$ cat src/rtl/vga_timing_pipe.sv
// Parametrised VGA raster engine: counters, grid indices, sync/enable re-aligned to an external pixel source.
// Optional checkerboard inversion is built in when VGA_CHECKER_EN is defined.

module vga_timing_pipe #(
    parameter int H_VISIBLE  = 640,
    parameter int H_FP       = 16,
    parameter int H_SYNC     = 96,
    parameter int H_BP       = 48,
    parameter int V_VISIBLE  = 350,
    parameter int V_FP       = 37,
    parameter int V_SYNC     = 2,
    parameter int V_BP       = 60,
    parameter bit H_POL      = 1'b0,
    parameter bit V_POL      = 1'b1,
    parameter int PIX_LAT    = 1,
    parameter int CELL_SHIFT = 5,
    parameter int FRAME_W    = 8
) (
    input  logic               VGACLK,
    input  logic               RST_IN,
    input  logic [7:0]         PIXEL_DATA,
    output logic [10:0]        POS_X,
    output logic [10:0]        POS_Y,
    output logic [3:0]         GRID_X,
    output logic [3:0]         GRID_Y,
    output logic               LINE_START,
    output logic               FRAME_START,
    output logic [FRAME_W-1:0] FRAME_CNT,
    output logic               DISPLAY_EN,
    output logic               HSYNC,
    output logic               VSYNC,
    output logic [2:0]         R,
    output logic [2:0]         G,
    output logic [1:0]         B
);

    localparam int H_TOTAL = H_VISIBLE + H_FP + H_SYNC + H_BP;
    localparam int V_TOTAL = V_VISIBLE + V_FP + V_SYNC + V_BP;

    // Decode boundaries are kept one bit wider than the counters so an end value of 2048 still compares correctly.
    localparam logic [11:0] H_VIS_END = 12'(H_VISIBLE);
    localparam logic [11:0] HS_BEGIN  = 12'(H_VISIBLE + H_FP);
    localparam logic [11:0] HS_END    = 12'(H_VISIBLE + H_FP + H_SYNC);
    localparam logic [11:0] V_VIS_END = 12'(V_VISIBLE);
    localparam logic [11:0] VS_BEGIN  = 12'(V_VISIBLE + V_FP);
    localparam logic [11:0] VS_END    = 12'(V_VISIBLE + V_FP + V_SYNC);
    localparam logic [10:0] H_LAST    = 11'(H_TOTAL - 1);
    localparam logic [10:0] V_LAST    = 11'(V_TOTAL - 1);

    if (PIX_LAT < 1 || PIX_LAT > 4) begin : gBadLatency
        $error("vga_timing_pipe: PIX_LAT must be in 1..4");
    end
    if (H_SYNC == 0) begin : gBadHSync
        $error("vga_timing_pipe: H_SYNC must be non-zero");
    end
    if (V_SYNC == 0) begin : gBadVSync
        $error("vga_timing_pipe: V_SYNC must be non-zero");
    end
    if (H_TOTAL > 2048 || V_TOTAL > 2048) begin : gBadTotal
        $error("vga_timing_pipe: line/frame totals must fit the 11-bit counters");
    end

    logic               run_q, run_d;
    logic [10:0]        posX_q, posX_d;
    logic [10:0]        posY_q, posY_d;
    logic [FRAME_W-1:0] frameCnt_q, frameCnt_d;

    // run_q holds the counters at 0,0 for the first edge after reset so that edge presents the frame origin.
    always_comb begin
        run_d      = 1'b1;
        posX_d     = posX_q;
        posY_d     = posY_q;
        frameCnt_d = frameCnt_q;
        if (run_q) begin
            if (posX_q == H_LAST) begin
                posX_d = 11'd0;
                if (posY_q == V_LAST) begin
                    posY_d     = 11'd0;
                    frameCnt_d = frameCnt_q + FRAME_W'(1);
                end else begin
                    posY_d = posY_q + 11'd1;
                end
            end else begin
                posX_d = posX_q + 11'd1;
            end
        end
    end

    always_ff @(posedge VGACLK or posedge RST_IN) begin
        if (RST_IN) begin
            run_q      <= 1'b0;
            posX_q     <= 11'd0;
            posY_q     <= 11'd0;
            frameCnt_q <= '0;
        end else begin
            run_q      <= run_d;
            posX_q     <= posX_d;
            posY_q     <= posY_d;
            frameCnt_q <= frameCnt_d;
        end
    end

    logic [11:0] x12, y12;
    logic        visRaw, hsRaw, vsRaw;

    assign x12 = {1'b0, posX_q};
    assign y12 = {1'b0, posY_q};

    // The held reset-state position is not a real sample, so every raw flag is qualified by run_q.
    assign visRaw = run_q && (x12 < H_VIS_END) && (y12 < V_VIS_END);
    assign hsRaw  = run_q && (x12 >= HS_BEGIN) && (x12 < HS_END);
    assign vsRaw  = run_q && (y12 >= VS_BEGIN) && (y12 < VS_END);

    assign POS_X       = posX_q;
    assign POS_Y       = posY_q;
    assign GRID_X      = 4'(posX_q >> CELL_SHIFT);
    assign GRID_Y      = 4'(posY_q >> CELL_SHIFT);
    assign LINE_START  = run_q && (posX_q == 11'd0);
    assign FRAME_START = run_q && (posX_q == 11'd0) && (posY_q == 11'd0);
    assign FRAME_CNT   = frameCnt_q;

    logic [PIX_LAT-1:0] visDly_q, visDly_d;
    logic [PIX_LAT-1:0] hsDly_q, hsDly_d;
    logic [PIX_LAT-1:0] vsDly_q, vsDly_d;

    // Bit 0 takes the stage-0 flag; bit PIX_LAT-1 lines up with PIXEL_DATA for the same position.
    always_comb begin
        visDly_d = PIX_LAT'({visDly_q, visRaw});
        hsDly_d  = PIX_LAT'({hsDly_q, hsRaw});
        vsDly_d  = PIX_LAT'({vsDly_q, vsRaw});
    end

    always_ff @(posedge VGACLK or posedge RST_IN) begin
        if (RST_IN) begin
            visDly_q <= '0;
            hsDly_q  <= '0;
            vsDly_q  <= '0;
        end else begin
            visDly_q <= visDly_d;
            hsDly_q  <= hsDly_d;
            vsDly_q  <= vsDly_d;
        end
    end

`ifdef VGA_CHECKER_EN
    logic               parRaw;
    logic [PIX_LAT-1:0] parDly_q, parDly_d;

    assign parRaw = run_q && (GRID_X[0] ^ GRID_Y[0]);

    always_comb begin
        parDly_d = PIX_LAT'({parDly_q, parRaw});
    end

    always_ff @(posedge VGACLK or posedge RST_IN) begin
        if (RST_IN) begin
            parDly_q <= '0;
        end else begin
            parDly_q <= parDly_d;
        end
    end
`endif

    logic [7:0] rgb_q, rgb_d;
    logic       de_q, de_d;
    logic       hs_q, hs_d;
    logic       vs_q, vs_d;

    always_comb begin
        rgb_d = 8'h00;
        de_d  = visDly_q[PIX_LAT-1];
        hs_d  = hsDly_q[PIX_LAT-1] ? H_POL : ~H_POL;
        vs_d  = vsDly_q[PIX_LAT-1] ? V_POL : ~V_POL;
        if (visDly_q[PIX_LAT-1]) begin
`ifdef VGA_CHECKER_EN
            rgb_d = parDly_q[PIX_LAT-1] ? ~PIXEL_DATA : PIXEL_DATA;
`else
            rgb_d = PIXEL_DATA;
`endif
        end
    end

    always_ff @(posedge VGACLK or posedge RST_IN) begin
        if (RST_IN) begin
            rgb_q <= 8'h00;
            de_q  <= 1'b0;
            hs_q  <= ~H_POL;
            vs_q  <= ~V_POL;
        end else begin
            rgb_q <= rgb_d;
            de_q  <= de_d;
            hs_q  <= hs_d;
            vs_q  <= vs_d;
        end
    end

    assign DISPLAY_EN = de_q;
    assign HSYNC      = hs_q;
    assign VSYNC      = vs_q;
    assign R          = rgb_q[7:5];
    assign G          = rgb_q[4:2];
    assign B          = rgb_q[1:0];

endmodule

$ cat config.mk
export PLATFORM = sky130hd
export DESIGN_NAME = vga_timing_pipe
export DESIGN_NICKNAME = d
export VERILOG_FILES = /design/src/rtl/vga_timing_pipe.sv
export SDC_FILE = /design/constraint.sdc
export NUM_CORES = 1
export LEC_CHECK = 0
export CORE_MARGIN = 2
export CORE_UTILIZATION = 49
export CTS_BUF_LIST = sky130_fd_sc_hd__clkbuf_2 sky130_fd_sc_hd__clkbuf_4 sky130_fd_sc_hd__clkbuf_8
export DETAILED_ROUTE_END_ITERATION = 8
export PLACE_DENSITY = 0.82
export SYNTH_ARGS = -nofsm -noshare
export SYNTH_HDL_FRONTEND = slang
export SYNTH_SLANG_ARGS = --single-unit
$ cat constraint.sdc
create_clock -name VGACLK -period 2.3 [get_ports VGACLK]
set_input_delay 0.23 -clock VGACLK [delete_from_list [all_inputs] [get_ports VGACLK]]
set_output_delay 0.23 -clock VGACLK [all_outputs]
set_load 0.02 [all_outputs]
run_1/registers.png
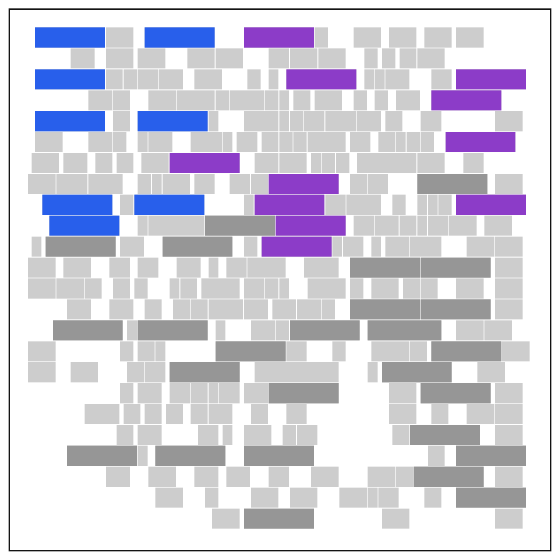
- POS_Y: purple (flops 11)
- FRAME_CNT: blue (flops 8; where north-west)
- not coloured: 26

run_1/met2.png
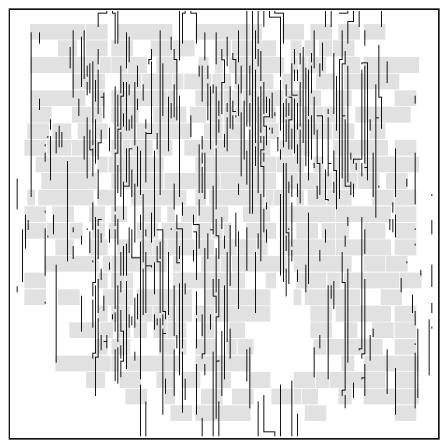
- longest straight run: 33.1 um
- main direction: vertical
- nets with wire on the layer: 250
- wire length on this layer: 2380 um
via count: 1777
GR Layer Usage met2: 32.80%
final wirelength: 4861 um

run_1/gate_families.png
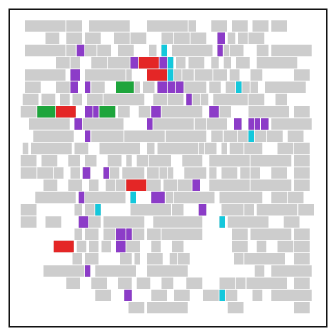
- adder and majority cells: red (cells 5)
- NAND gates: purple (cells 35)
- inverters: cyan (cells 9)
- multiplexers: green (cells 3)
combinational share of cell area: 29.80%
Non-Filler Instances: 332
most used logic cell in the final layout: sky130_fd_sc_hd__clkdlybuf4s50_1

==> notes.md, run 1 <==
The run finished with clean final reports. In this run the maximum-capacitance check reported violations numbering 0. The worst setup path is launched from a flip-flop. After synthesis, the design contains 202 cells according to Yosys. The post-synth count of flops with an enable pin is 0. For reference, the critical path cell chain is or4_4, nor3_2, nand2_1, nor4_2, buf_2. Clock latency on the worst-skew pair: 0.29 ns. The run gives 24 for the row count. Global routing used 20.47% of the available tracks across all layers. Routability-driven placement finished with a final weighted congestion of 0.8606.

The DRC violation total left in the routed layout is recorded as 0. Counting every net in the synthesized netlist gives 217. The slew at the pin closest to its max-slew limit is 0.5539 ns, and the stage-log warning count is 28. The smallest clock period supported by the final layout is computed as 2.145 ns. For the final number of hold-violating endpoints, the log shows 0. The largest fanout on the critical path is 2.

The pre-antenna-repair detailed-routing pass consisted of 4 iterations. Checking hold timing, the worst path is listed with class reg -> reg. With the number of clock buffers inserted by TritonCTS at 5, the number of global-route vias before repair is 1732. At the end of the flow the core is filled with cells to 70.89%. The final routed wire length divided by cell count is 14.64 um, and the layout net count is 294. The number of setup violations in the final report was 0. The clock skew after layout was 0.01016 ns.

After detailed placement, the design holds a cell count of 324. At the floorplan stage, the core utilization is reported as 50.03%. After technology mapping, the gate count stands at 202.

Setup repair after global routing left no endpoint under its margin. In the synthesized netlist, the cells that appear most often are sky130_fd_sc_hd__dfrtp_1 (44), sky130_fd_sc_hd__nand3_1 (15), sky130_fd_sc_hd__and3_1 (12), sky130_fd_sc_hd__nand2_1 (12), sky130_fd_sc_hd__xnor2_1 (11). Recorded from the global router log, the overflow total was 0. The tools report the sequential cell area as 1127 sq um. Yosys mapped the design onto 41 distinct sky130hd cell types. The share of layout cells above drive strength 1 is 15.71%, and the buffer and inverter count on the worst path is 1. The arrival time of the worst setup path is 1.92 ns. Sequential elements use 52.48% of the synthesized area. In the final report, the number of pins over their slew limit comes to 0. The yosys-reported design area after synthesis is 2148 sq um.

Looking at the VDD voltage map, the peak drop is 0.4069 mV. Entering global routing, the biggest net connects 46 pins. TritonCTS built the clock tree. The run gives 0.09 ns for the clock input transition at the sequential cells of the worst setup and hold paths. The wire-length estimate of the detail-placed layout is 3491 um. From bottom edge to top edge, the die measures 70.22 um. Looking at area per cell type in the netlist, the leader is sky130_fd_sc_hd__dfrtp_1.

The run gives 51.25% for the fraction of synthesized cell area taken by the top area cell type. The worst path uses 93.28% of the clock period. In this run, synthesis produced a sequential element count of 45.
[run 1: repair_timing]
item                                    CTS  global route
setup buffers                             0             0
hold buffers                              0             0
gates resized                             5             3
endpoints found under the setup margin    1             2
[run 1: area by class of cell]
| class | instances | share of cell area [%] |
|---|---|---|
| Multi-Input combinational cell | 134 | 29.80 |
| Clock buffer | 7 | 2.959 |
| Sequential cell | 45 | 37.03 |
| Inverter | 9 | 1.110 |
| Tap cell | 52 | 2.137 |
| Timing Repair Buffer | 84 | 25.98 |
| Clock inverter | 1 | 0.9864 |
[run 1: through the flow]
stage | worst slack, ns | area, sq um
5_1_grt | 0.05477 | 3044
2_1_floorplan | 0.1163 | 2148
6_report | 0.1545 | 3044
4_1_cts | 0.007073 | 3043
3_5_place_dp | -0.01545 | 2915
3_3_place_gp | 0.05492 | 2915
[run 1: registers in the layout, summed over array words and instances (netlist names)]
register and cells:
POS_X 11, POS_Y 11, FRAME_CNT 8, rgb_q 8, DISPLAY_EN 1, HSYNC 1, VSYNC 1, de_d 1
hsDly_q 1, run_q 1, vsDly_q 1
[run 1: power breakdown]
group | switching (mW) | total (mW) | internal [mW]
combinational | 0.222 | 0.431 | 0.209
sequential | 0.0284 | 0.868 | 0.839
clock | 0.255 | 0.621 | 0.366
total | 0.505 | 1.92 | 1.41
[run 1: cells by family (layout without fill, tap and decap cells)]
family	Yosys count	in the layout	share of synthesized area (%)
other cells	1	1	0.1746
compound gates	18	18	5.009
fa+ha+maj	5	5	2.912
xor+xnor	18	18	7.338
simple gates	89	89	24.75
flops	45	45	52.48
mux	3	3	1.514
buf+inv	23	101	5.824
[run 1: placed cells by master (no fill, tap or decap), drive strengths merged, types with 2 or more instances in the layout]
cell type | Yosys | layout
and4 | 2 | 2
inv | 9 | 8
clkdlybuf4s50 | 0 | 58
o21ai | 9 | 9
xnor2 | 11 | 11
and2 | 9 | 9
buf | 10 | 25
nor2 | 8 | 8
nand2 | 12 | 12
nand3 | 15 | 15
nand2b | 2 | 2
dfrtp | 44 | 44
mux2 | 2 | 2
nor4b | 2 | 2
nor3 | 7 | 7
or4 | 4 | 4
nor4 | 4 | 4
a21oi | 3 | 3
nor2b | 2 | 2
clkbuf | 4 | 7
and3 | 12 | 12
a22o | 2 | 2
xor2 | 7 | 7
or2 | 2 | 2
ha | 5 | 5
nand4 | 5 | 5
[run 1: layer usage]
layer  GRT usage, %  vias up  share of wire (%)
met5              0        -                  0
met4          9.615        0                1.7
met3          4.040       10                6.2
met2          32.80       69                 49
met1          26.78      852                 43
li1               -      846                  -
[run 1: worst paths after layout]
kind / from / endpoint / cells after the start
hold / removal: vsDly_q / VSYNC / 0
setup reg to reg: POS_Y[3] / FRAME_CNT[7] / 5
hold reg to reg: vsDly_q / VSYNC / 0
max in group asynchronous: RST_IN / HSYNC / 3
setup / recovery: POS_Y[3] / FRAME_START / 5
min in group asynchronous: RST_IN / POS_Y[8] / 3
==> run 2: changes to the inputs <==
CORE_MARGIN = 1   (was 2)
PLACE_DENSITY = default   (was 0.82)
PLACE_DENSITY_LB_ADDON = 0.05   (was default)
run_2/registers.png
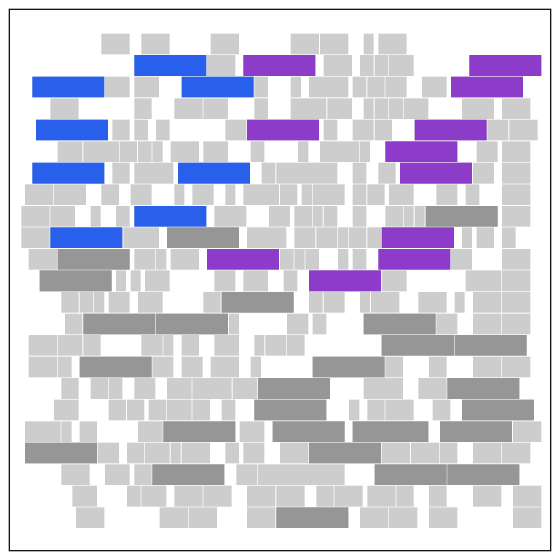
- FRAME_CNT: blue (flops 8; where north-west)
- POS_Y: purple (flops 11)
- not coloured: 26
proportion of cell area occupied by registers: 37.54%
Post-Route Utilization: 72.97%
P_seq: 0.863 mW
sequential cell area in the final layout: 1127 sq um

run_2/met2.png
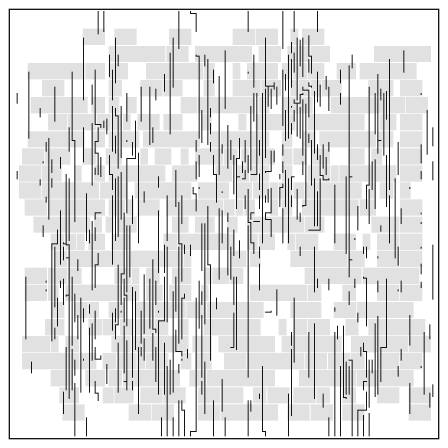
- nets with wire on the layer: 256
- longest straight run: 33.7 um
- main direction: vertical

run_2/met3.png
Scale bar: 20 um.
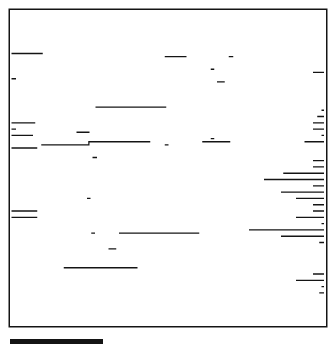
- share of all routed wire: 4.7%
- main direction: horizontal

==> notes.md, run 2 <==
Layout net count: 292 (was 294). The logic depth of the worst register-to-register path was 5 (unchanged); the number of clock buffers inserted by TritonCTS was 5 (unchanged). The run gives 0.1662 ns (was 0.1545 ns) as the final critical-path setup slack. The xor and xnor area share after synthesis came out at 7.338% (unchanged). The tools report the post-synth net total as 217 (unchanged). With the instance count of the mapped netlist at 202 (unchanged), the total overflow reported by the global router is 0 (unchanged). The leading area contributor after synthesis was sky130_fd_sc_hd__dfrtp_1 (unchanged). Commonest cells post-synth: sky130_fd_sc_hd__dfrtp_1 (44), sky130_fd_sc_hd__nand3_1 (15), sky130_fd_sc_hd__and3_1 (12), sky130_fd_sc_hd__nand2_1 (12), sky130_fd_sc_hd__xnor2_1 (11) (unchanged).

For the number of max-slew violations in the final report, the log shows 0 (unchanged). The first-pass detailed-route iteration total was 4 (unchanged). The run finished with clean final reports. The run gives 24.75% (unchanged) for the simple-gate share of the synthesized area.

Peak-usage layer in the global routing report: met2 (unchanged). Commonest cells after routing, fill and taps aside: sky130_fd_sc_hd__clkdlybuf4s50_1 (58), sky130_fd_sc_hd__dfrtp_1 (44), sky130_fd_sc_hd__buf_4 (22) (was sky130_fd_sc_hd__clkdlybuf4s50_1 (58), sky130_fd_sc_hd__dfrtp_1 (44), sky130_fd_sc_hd__buf_4 (23)). The final routed wire length divided by cell count came out at 14.28 um (was 14.64 um).

Startpoint class of the critical path: a flip-flop (unchanged). Fraction of synthesized cell area taken by the top area cell type: 51.25% (unchanged). The tools report the worst flop-to-flop path endpoint as FRAME_CNT[6] (was FRAME_CNT[7]). Global-route track usage on met1: 31.51% (was 26.78%). The run gives 92.77% (was 93.28%) for the share of the cycle needed by the critical path after routing. The run gives 32.97% (was 32.80%) as the global routing usage on met2.
==> run 2: cell type report <==
type,instances,area [sq um]
Tap cell,50,62.56
Inverter,9,33.78
Multi-Input combinational cell,134,895.9
Clock buffer,7,90.09
Timing Repair Buffer,82,763.2
Clock inverter,1,30.03
Fill cell,326,1112
Sequential cell,45,1127
==> run 2: report_power, final <==
part           internal [mW]  switching, mW  total, mW
Clock                  0.366          0.263      0.629
Combinational          0.209          0.225      0.434
Sequential             0.839         0.0242      0.863
==> run 2: logic make-up (layout without fill, tap and decap cells) <==
group / count (synthesis) / after routing
multiplexers: 3 / 3
AND/OR/NAND/NOR: 89 / 89
XOR/XNOR: 18 / 18
other: 1 / 1
buffers and inverters: 23 / 99
flip-flops: 45 / 45
AND-OR/OR-AND: 18 / 18
adder cells (fa/ha/maj): 5 / 5
==> run 2: how the worst max path moves through the flow <==
stage | end | start | cells after the start | slack, ns
3_3_place_gp | FRAME_START | POS_Y[3] | 5 | 0.11
5_1_grt | FRAME_START | POS_X[0] | 7 | 0.009
6_report | FRAME_START | POS_Y[3] | 5 | 0.17
4_1_cts | LINE_START | POS_X[1] | 5 | 0.009
3_5_place_dp | FRAME_START | POS_Y[3] | 5 | 0.06
2_1_floorplan | FRAME_START | POS_Y[3] | 4 | 0.12
==> run 2: timing repair <==
action,in CTS,in global routing
hold endpoints to repair,0,0
setup endpoints to repair,1,2
pin swaps,0,0
resized,1,4
setup buffers,0,0
==> run 2: routing by layer <==
metal	vias up	wire (um)
li1	844	-
met1	832	2224
met2	52	2116
met3	14	220
met4	0	121
met5	-	0
==> run 2: worst max-delay path: stages (launching register included) <==
cell and delay, ns:
sky130_fd_sc_hd__dfrtp_1 0.38, sky130_fd_sc_hd__or4_4 0.54, sky130_fd_sc_hd__nor3_1 0.23, sky130_fd_sc_hd__nand2_1 0.08, sky130_fd_sc_hd__nor4_1 0.17, sky130_fd_sc_hd__clkbuf_2 0.21
==> run 2: metrics by stage <==
step	cell area [sq um]	total power, mW	std cells
2_1_floorplan	2148	1.090	202
3_3_place_gp	2885	1.308	320
3_5_place_dp	2885	1.316	320
4_1_cts	3004	1.940	328
5_1_grt	3003	2.003	328
6_report	3003	1.926	328
Power and IR drop assume default switching activity.
